$ cat src/rtl/cy_status_reg_wide.sv
// cy_status_reg_wide: up to 32 status bits. Each bit is either transparent or
// sticky, and sticky bits can capture a level or a rising edge. A read handshake
// takes an atomic snapshot and clears the sticky bits. A masked OR of the status
// bits drives a level or pulse interrupt.
// Optional build macro: CY_STATUS_REG_WIDE_SYNC_EN adds a 2-flop input synchroniser.
module cy_status_reg_wide #(
  parameter int unsigned Width      = 8,
  parameter logic [31:0] StickyMask = 32'h0,
  parameter logic [31:0] EdgeMask   = 32'h0,
  parameter logic [31:0] IntMask    = 32'h0,
  parameter bit          IntPulse   = 1'b0
) (
  input  logic             clock,
  input  logic             reset,
  input  logic [Width-1:0] status,
  input  logic             rd_req,
  input  logic             rd_ack,
  output logic [Width-1:0] rd_data,
  output logic             rd_valid,
  input  logic             mask_wr,
  input  logic [Width-1:0] mask_in,
  output logic             intr
);

  localparam logic [Width-1:0] StickyM = StickyMask[Width-1:0];
  localparam logic [Width-1:0] EdgeM   = EdgeMask[Width-1:0];
  localparam logic [Width-1:0] IntM    = IntMask[Width-1:0];

  typedef enum logic [1:0] {StIdle, StSnap, StHold} state_e;

  state_e           state_q, state_d;
  logic [Width-1:0] stat_in;
  logic [Width-1:0] prev_q;
  logic [Width-1:0] sts_q, sts_d;
  logic [Width-1:0] set_term, clr_term;
  logic [Width-1:0] rd_data_q, rd_data_d;
  logic [Width-1:0] mask_q, mask_d;
  logic             any_d, any_q;
  logic             intr_q, intr_d;

`ifdef CY_STATUS_REG_WIDE_SYNC_EN
  logic [Width-1:0] sync1_q, sync2_q;

  // Two-flop synchroniser for asynchronous status nets.
  always_ff @(posedge clock or posedge reset) begin
    if (reset) begin
      sync1_q <= '0;
      sync2_q <= '0;
    end else begin
      sync1_q <= status;
      sync2_q <= sync1_q;
    end
  end

  assign stat_in = sync2_q;
`else
  assign stat_in = status;
`endif

  // Set/clear terms and next status value. Set wins over a same-cycle clear,
  // so an event landing in the SNAP cycle survives into the next read.
  always_comb begin
    set_term = stat_in & (~prev_q | ~EdgeM);
    clr_term = '0;
    if (state_q == StSnap) begin
      clr_term = sts_q & StickyM;
    end
    sts_d = (StickyM & ((sts_q & ~clr_term) | set_term)) | (~StickyM & stat_in);
  end

  // Read handshake FSM and snapshot register.
  always_comb begin
    state_d   = state_q;
    rd_data_d = rd_data_q;
    unique case (state_q)
      StIdle: begin
        if (rd_req) begin
          state_d = StSnap;
        end
      end
      StSnap: begin
        rd_data_d = sts_q;
        state_d   = StHold;
      end
      StHold: begin
        if (rd_ack) begin
          state_d = StIdle;
        end
      end
      default: state_d = StIdle;
    endcase
  end

  // Interrupt mask and interrupt output generation.
  always_comb begin
    mask_d = mask_wr ? mask_in : mask_q;
    any_d  = |(sts_q & mask_q);
    if (IntPulse) begin
      intr_d = any_d & ~any_q;
    end else begin
      intr_d = any_d;
    end
  end

  // All state registers.
  always_ff @(posedge clock or posedge reset) begin
    if (reset) begin
      state_q   <= StIdle;
      prev_q    <= '0;
      sts_q     <= '0;
      rd_data_q <= '0;
      mask_q    <= IntM;
      any_q     <= 1'b0;
      intr_q    <= 1'b0;
    end else begin
      state_q   <= state_d;
      prev_q    <= stat_in;
      sts_q     <= sts_d;
      rd_data_q <= rd_data_d;
      mask_q    <= mask_d;
      any_q     <= any_d;
      intr_q    <= intr_d;
    end
  end

  // rd_valid decodes straight from state so reset drops it asynchronously.
  assign rd_valid = (state_q == StHold);
  assign rd_data  = rd_data_q;
  assign intr     = intr_q;

endmodule
$ cat config.mk
export PLATFORM = sky130hd
export DESIGN_NAME = cy_status_reg_wide
export DESIGN_NICKNAME = d
export VERILOG_FILES = /design/src/rtl/cy_status_reg_wide.sv
export SDC_FILE = /design/constraint.sdc
export NUM_CORES = 1
export LEC_CHECK = 0
export CAP_MARGIN = 10
export CORE_MARGIN = 2
export CORE_UTILIZATION = 45
export CTS_BUF_LIST = sky130_fd_sc_hd__clkbuf_8
export DETAILED_ROUTE_END_ITERATION = 10
export PLACE_DENSITY = 0.75
export SKIP_LAST_GASP = 1
export SYNTH_ARGS = -nofsm -noshare
export SYNTH_HDL_FRONTEND = slang
export SYNTH_SLANG_ARGS = --single-unit
$ cat constraint.sdc
create_clock -name clock -period 1.4 [get_ports clock]
set_input_delay 0.21 -clock clock [delete_from_list [all_inputs] [get_ports clock]]
set_output_delay 0.21 -clock clock [all_outputs]
set_load 0.02 [all_outputs]
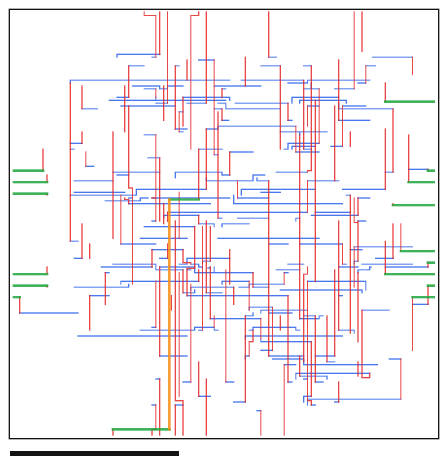
**Above:** run 1 (signal wires by layer).
Bar = 20 um.
orange -> metal 4  # wire length 27.2 um
green -> metal 3  # wire length 57.7 um
red -> metal 2  # wire length 792 um
blue -> metal 1  # wire length 695 um

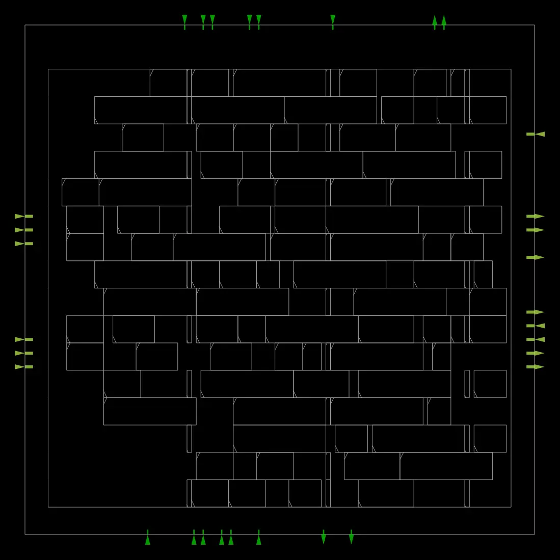
**Above:** run 1 (cell placement).
Final Util: 67.0%
Seq/total area: 50.4%
Std-Cell Rows: 16
flip-flops: 27
Non-Filler Instances: 117

==> impl_metrics.env, run 1 <==
# implementation run metrics
export IMPL_run_status="completed"
export IMPL_nFillCells=151
export IMPL_setup_worst_path_end="rd_valid"
export IMPL_ys_types=12
export IMPL_top_usage_layer="met2"
export IMPL_path_clk_slew_ns=0.09
export IMPL_dp_cells=113
export IMPL_wl_per_cell_um=13.4
export IMPL_max_cap_violations=0
export IMPL_path_max_fanout=2
export IMPL_dr_wl_met2_um=792
export IMPL_track_usage_pct=15.1
export IMPL_r2r_cells=3
export IMPL_end_kind="output pin"
export IMPL_worst_slew_pin_slew_ns=0.337
export IMPL_avgSynthCellArea_sq_um=17.5
export IMPL_crit_slowest_cell="dfrtp_1"
export IMPL_overflow=0
export IMPL_path_buffers=2
export IMPL_flop_area_sq_um=676
export IMPL_finalClockPeriodUsage_pct=87.5
export IMPL_cp_cell_sequence="nand2b_1 -> inv_1 -> clkbuf_2"
export IMPL_initial_core_util_pct=48.9
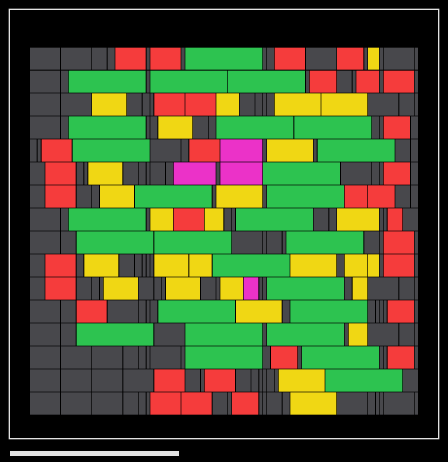
**Above:** run 1 (placed cells, one color a class).
Bar = 20 um. Fill, decap, tap and diode cells in gray.
yellow -> combinational and other logic  # cells 27, share of their area 22%
green -> flops  # cells 27, share of their area 52%
magenta -> clock drivers and dummy loads  # cells 4, share of their area 3.5%
red -> other buffers and delay cells  # cells 32, share of their area 23%
Core ar.: 0.00200 sq mm
fin area: 0.00134 sq mm

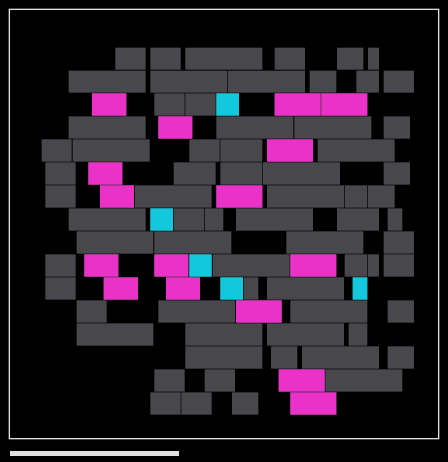
**Above:** run 1 (gate families picked out).
Bar = 20 um.
magenta -> multiplexers  # cells 16
cyan -> inverting AOI/OAI gates  # cells 5
Commonest Layout Cell: dfrtp_1
Comb/total area: 20.8%

## run 1: tightest hold or removal path: cells and delay by family
family / cells / cell delay [ns]
buffers and inverters: 3 / 0.75
## run 1: what timing repair did
action | in CTS | in global routing
resized | 10 | 2
endpoints found under the setup margin | 10 | 1
hold endpoints to repair | 0 | 0
pin swaps | 0 | 0
## run 1: logic make-up (layout without fill, tap and decap cells)
| logic type | Yosys count | in the layout | synth area share [%] |
|---|---|---|---|
| AND-OR/OR-AND | 5 | 5 | 3.58 |
| buffers and inverters | 4 | 38 | 2.43 |
| flip-flops | 27 | 27 | 69.1 |
| multiplexers | 16 | 16 | 21.5 |
| AND/OR/NAND/NOR | 4 | 4 | 3.45 |
## run 1: synth_stat cells (all sizes together)
cell type / number / share of area, %
a22oi: 4 / 3.1
dfrtp: 27 / 69
nor3b: 1 / 0.77
buf: 2 / 1.7
nand2b: 2 / 2.0
nand4: 1 / 0.64
mux2: 16 / 21
o21ai: 1 / 0.51
inv: 2 / 0.77
## run 1: registers in the layout, summed over array words and instances (netlist names)
name / count
intr: 1
mask_q: 8
rd_data: 8
state_q: 2
sts_q: 8
## run 1: where the power goes
group	total [mW]	switching (mW)	internal, mW
Clock	0.411	0.212	0.198
Sequential	1.06	0.104	0.961
Combinational	0.809	0.359	0.450
Total	2.28	0.675	1.61
## run 1: layout make-up
class | count | area share, %
Inverter | 2 | 0.560
Multi-Input combinational cell | 25 | 20.8
Clock inverter | 1 | 0.373
Clock buffer | 3 | 3.08
Timing Repair Buffer | 32 | 22.3
Sequential cell | 27 | 50.4
Tap cell | 27 | 2.52
**Run 1: sequential cells colored by netlist name**

Bar = 20 um.
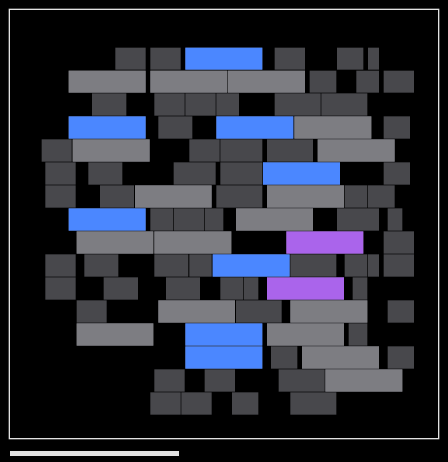

==> run 2: changes to the inputs <==
--- a/config.mk
+++ b/config.mk
@@ -5,11 +5,11 @@
 export SDC_FILE = /design/constraint.sdc
 export NUM_CORES = 1
 export LEC_CHECK = 0
-export CAP_MARGIN = 10
 export CORE_MARGIN = 2
 export CORE_UTILIZATION = 45
 export CTS_BUF_LIST = sky130_fd_sc_hd__clkbuf_8
 export DETAILED_ROUTE_END_ITERATION = 10
+export GPL_TIMING_DRIVEN = 0
 export PLACE_DENSITY = 0.75
 export SKIP_LAST_GASP = 1
 export SYNTH_ARGS = -nofsm -noshare
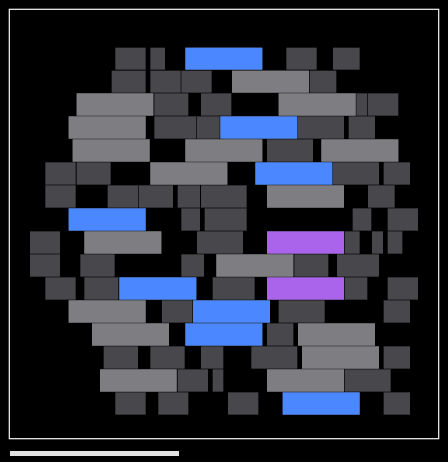
**Above:** run 2 (sequential cells colored by netlist name).
Bar = 20 um.
purple -> `state_q`  # placed flops 2
blue -> `sts_q`  # placed flops 8
FF/Latch Area: 676 sq um
Sequential Power: 1.06 mW
Seq/total area: 50.8%
Final Util: 66.5%

==> impl_metrics.env, run 2 <==
# implementation run metrics
export IMPL_run_status="completed"
export IMPL_nFillCells=147
export IMPL_path_clk_slew_ns=0.08
export IMPL_finalClockPeriodUsage_pct=90.5
export IMPL_end_kind="output pin"
export IMPL_max_cap_violations=0
export IMPL_synthXorXnorAreaFrac_pct=0
export IMPL_top_cells_by_count="dfrtp_1, mux2_2, mux2_4"
export IMPL_row_count=16
export IMPL_synth_top_area_share_pct=69.1
export IMPL_top_cell="dfrtp_1"
export IMPL_compound_area_share_pct=3.58
export IMPL_initial_core_util_pct=48.9
export IMPL_synthArstFlopShare_pct=100
export IMPL_final_cells=116
export IMPL_core_area_sq_mm=0.00200
export IMPL_simple_gate_area_share_pct=3.45
export IMPL_synth_comb_largest_family="multiplexers"
export IMPL_fin_area_sq_mm=0.00133
export IMPL_ctsResizeCount=10
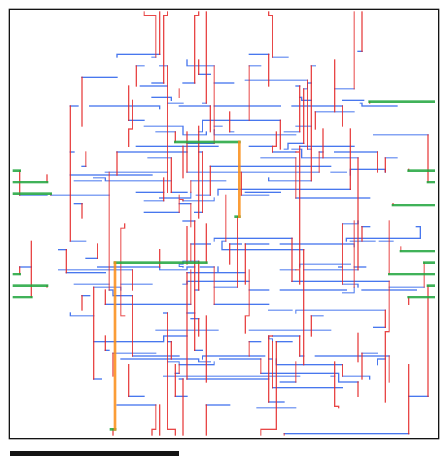
**Above:** run 2 (signal wires by layer).
Bar = 20 um.
blue -> metal 1  # wire length 745 um
red -> metal 2  # wire length 644 um
green -> metal 3  # wire length 64.6 um
orange -> metal 4  # wire length 28.6 um

==> run 2: cell counts after synthesis <==
No cell type changed its count.
==> run 2: cell type report <==
| cell class | count | area (sq um) | area share, % |
|---|---|---|---|
| tap | 27 | 33.8 | 2.54 |
| inverter | 2 | 7.51 | 0.564 |
| sequential | 27 | 676 | 50.8 |
| timing repair buffer | 29 | 274 | 20.6 |
| clock buffer | 3 | 41.3 | 3.10 |
| multi-input combinational | 25 | 279 | 21.0 |
| clock inverter | 1 | 3.75 | 0.282 |
| buffer | 2 | 16.3 | 1.22 |
==> run 2: worst paths after layout <==
path | slack (ns) | endpoint | startpoint
min in group asynchronous | 0.47 | rd_data[3] | reset
max | 0.13 | rd_valid | state_q[0]
min reg2reg | 0.46 | state_q[0] | state_q[1]
max reg2reg | 0.30 | rd_data[0] | state_q[1]
max in group asynchronous | 0.35 | mask_q[5] | reset
min | 0.34 | mask_q[2] | mask_wr
==> run 2: power by group <==
part	switching [mW]	internal, mW	total (mW)	leakage [nW]
Clock	0.211	0.196	0.407	0.0269
Combinational	0.356	0.455	0.811	0.274
Sequential	0.103	0.961	1.06	0.316
Total	0.670	1.61	2.28	0.617
==> run 2: stage by stage <==
step | setup TNS [ns] | worst slack, ns
after floorplan | 0 | 0.352
final | 0 | 0.132
after CTS | -0.0348 | -0.0348
after global routing | 0 | 0.0755
after global placement | -0.000906 | -0.000906
after detailed placement | -0.0418 | -0.0109
==> run 2: routing by layer <==
layer	routed length (um)	up-vias	global-route usage [%]	share of wire [%]
met2	644	19	18.9	43
met1	745	266	18.3	50
met4	28	0	8.11	1.9
met3	64	4	2.68	4.3
li1	-	264	-	-
met5	0	-	0	0
==> run 2: worst max-delay path: stages, from the launching register on <==
cell      delay, ns
dfrtp_1        0.42
nand2b_1       0.17
inv_1          0.05
clkbuf_2       0.15
**Run 2: cell placement**

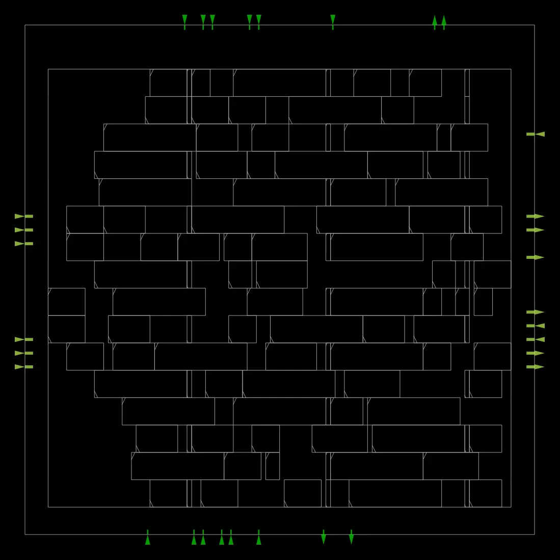

==> run 3: changes to the inputs <==
--- a/config.mk
+++ b/config.mk
@@ -6,12 +6,13 @@
 export NUM_CORES = 1
 export LEC_CHECK = 0
 export CORE_MARGIN = 2
-export CORE_UTILIZATION = 45
+export CORE_UTILIZATION = 30
 export CTS_BUF_LIST = sky130_fd_sc_hd__clkbuf_8
 export DETAILED_ROUTE_END_ITERATION = 10
 export GPL_TIMING_DRIVEN = 0
-export PLACE_DENSITY = 0.75
+export PLACE_DENSITY = 0.53
 export SKIP_LAST_GASP = 1
 export SYNTH_ARGS = -nofsm -noshare
 export SYNTH_HDL_FRONTEND = slang
 export SYNTH_SLANG_ARGS = --single-unit
+export TNS_END_PERCENT = 5
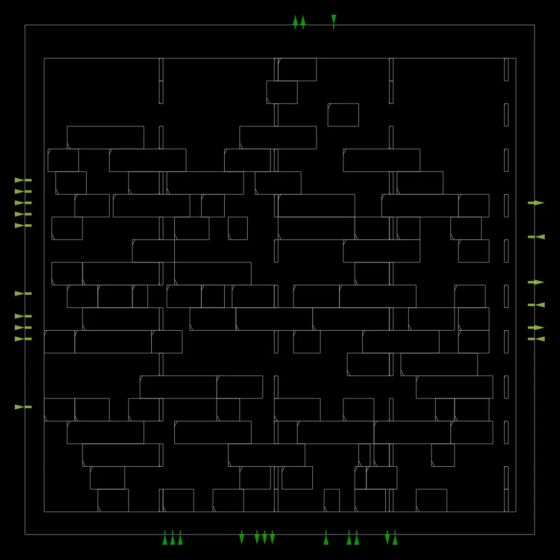
**Above:** run 3 (cell placement).
Core ar.: 0.00308 sq mm
Non-Filler Instances: 133
Seq/total area: 49.3%
fillcell total: 287
Final Util: 44.6%

==> impl_metrics.env, run 3 <==
# implementation run metrics
export IMPL_area_leaders="dfrtp_1, mux2_4, mux2_2"
export IMPL_clockPowerShare_pct=17.7
export IMPL_p_switching_uw=690
export IMPL_setup_ws_ns=-0.0598
export IMPL_failed_checks="negative setup slack"
export IMPL_run_status="finished, violations left"
export IMPL_final_common_cell="dfrtp_1"
export IMPL_p_clk_uw=421
export IMPL_r2r_cells=3
export IMPL_internal_power_mw=1.69
export IMPL_fin_area_sq_mm=0.00137
export IMPL_avgSynthCellArea_sq_um=17.5
export IMPL_top_cell="dfrtp_1"
export IMPL_track_usage_pct=10.7
export IMPL_powerComb_uw=894
export IMPL_wl_per_cell_um=12.5
export IMPL_end_kind="output pin"
export IMPL_setup_viol=8
export IMPL_min_from="mask_wr"
export IMPL_overflow=0
export IMPL_min_to="mask_q[3]"
export IMPL_top_cells_by_count="dfrtp_1, mux2_2, mux2_4"
export IMPL_finalClockPeriodUsage_pct=104
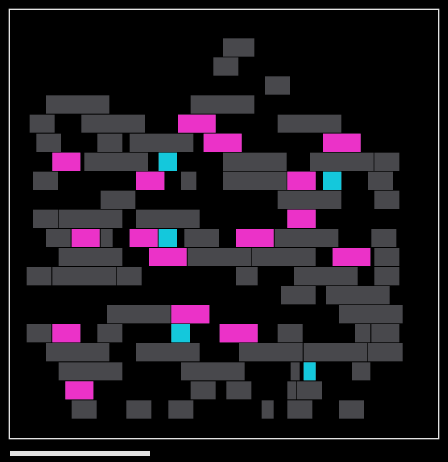
**Above:** run 3 (gate families picked out).
Bar = 20 um.
cyan -> inverting AOI/OAI gates  # cells 5
magenta -> multiplexers  # cells 16

run 3: cell counts after synthesis:
Identical to the previous run, type by type.
run 3: cell type report:
type,instances,area (sq um)
fill,287,1710
buffer,2,16.3
timing repair buffer,29,292
clock inverter,1,5.00
clock buffer,3,41.3
tap,44,55.1
sequential,27,676
multi-input combinational,25,279
inverter,2,7.51
run 3: cell families (layout without fill, tap and decap cells):
| group | after synthesis | after routing | synth area share [%] |
|---|---|---|---|
| AND-OR/OR-AND | 5 | 5 | 3.58 |
| AND/OR/NAND/NOR | 4 | 4 | 3.45 |
| flip-flops | 27 | 27 | 69.1 |
| multiplexers | 16 | 16 | 21.5 |
| buffers and inverters | 4 | 37 | 2.43 |
run 3: what timing repair did:
action,CTS,global route
endpoints found under the hold margin,0,0
resized,2,2
endpoints found under the setup margin,10,9
pin swaps,0,0
hold buffers,0,0
run 3: worst max path at each step:
stage,start,endpoint,depth (start not counted)
2_1_floorplan,state_q[1],rd_data[0],3
3_3_place_gp,reset,sts_q[5],2
3_5_place_dp,reset,mask_q[1],2
4_1_cts,rd_data[7],rd_data[7],1
5_1_grt,state_q[0],rd_valid,3
6_report,rd_data[7],rd_data[7],1
run 3: through the flow:
| step | hold WS (ns) | util [%] |
|---|---|---|
| 3_3_place_gp | 0.440 | 43.0 |
| 3_5_place_dp | 0.451 | 43.0 |
| 5_1_grt | 0.362 | 44.6 |
| 6_report | 0.370 | 44.6 |
| 4_1_cts | 0.364 | 44.4 |
| 2_1_floorplan | 0.241 | - |
run 3: layer usage:
layer | wire length (um) | global-route usage, % | vias up
li1 | - | - | 259
met1 | 778 | 14.4 | 279
met2 | 774 | 15.8 | 18
met3 | 112 | 4.83 | 0
met4 | 0 | 2.80 | 0
met5 | 0 | 0 | -
Power is estimated from default activity; no workload was simulated.
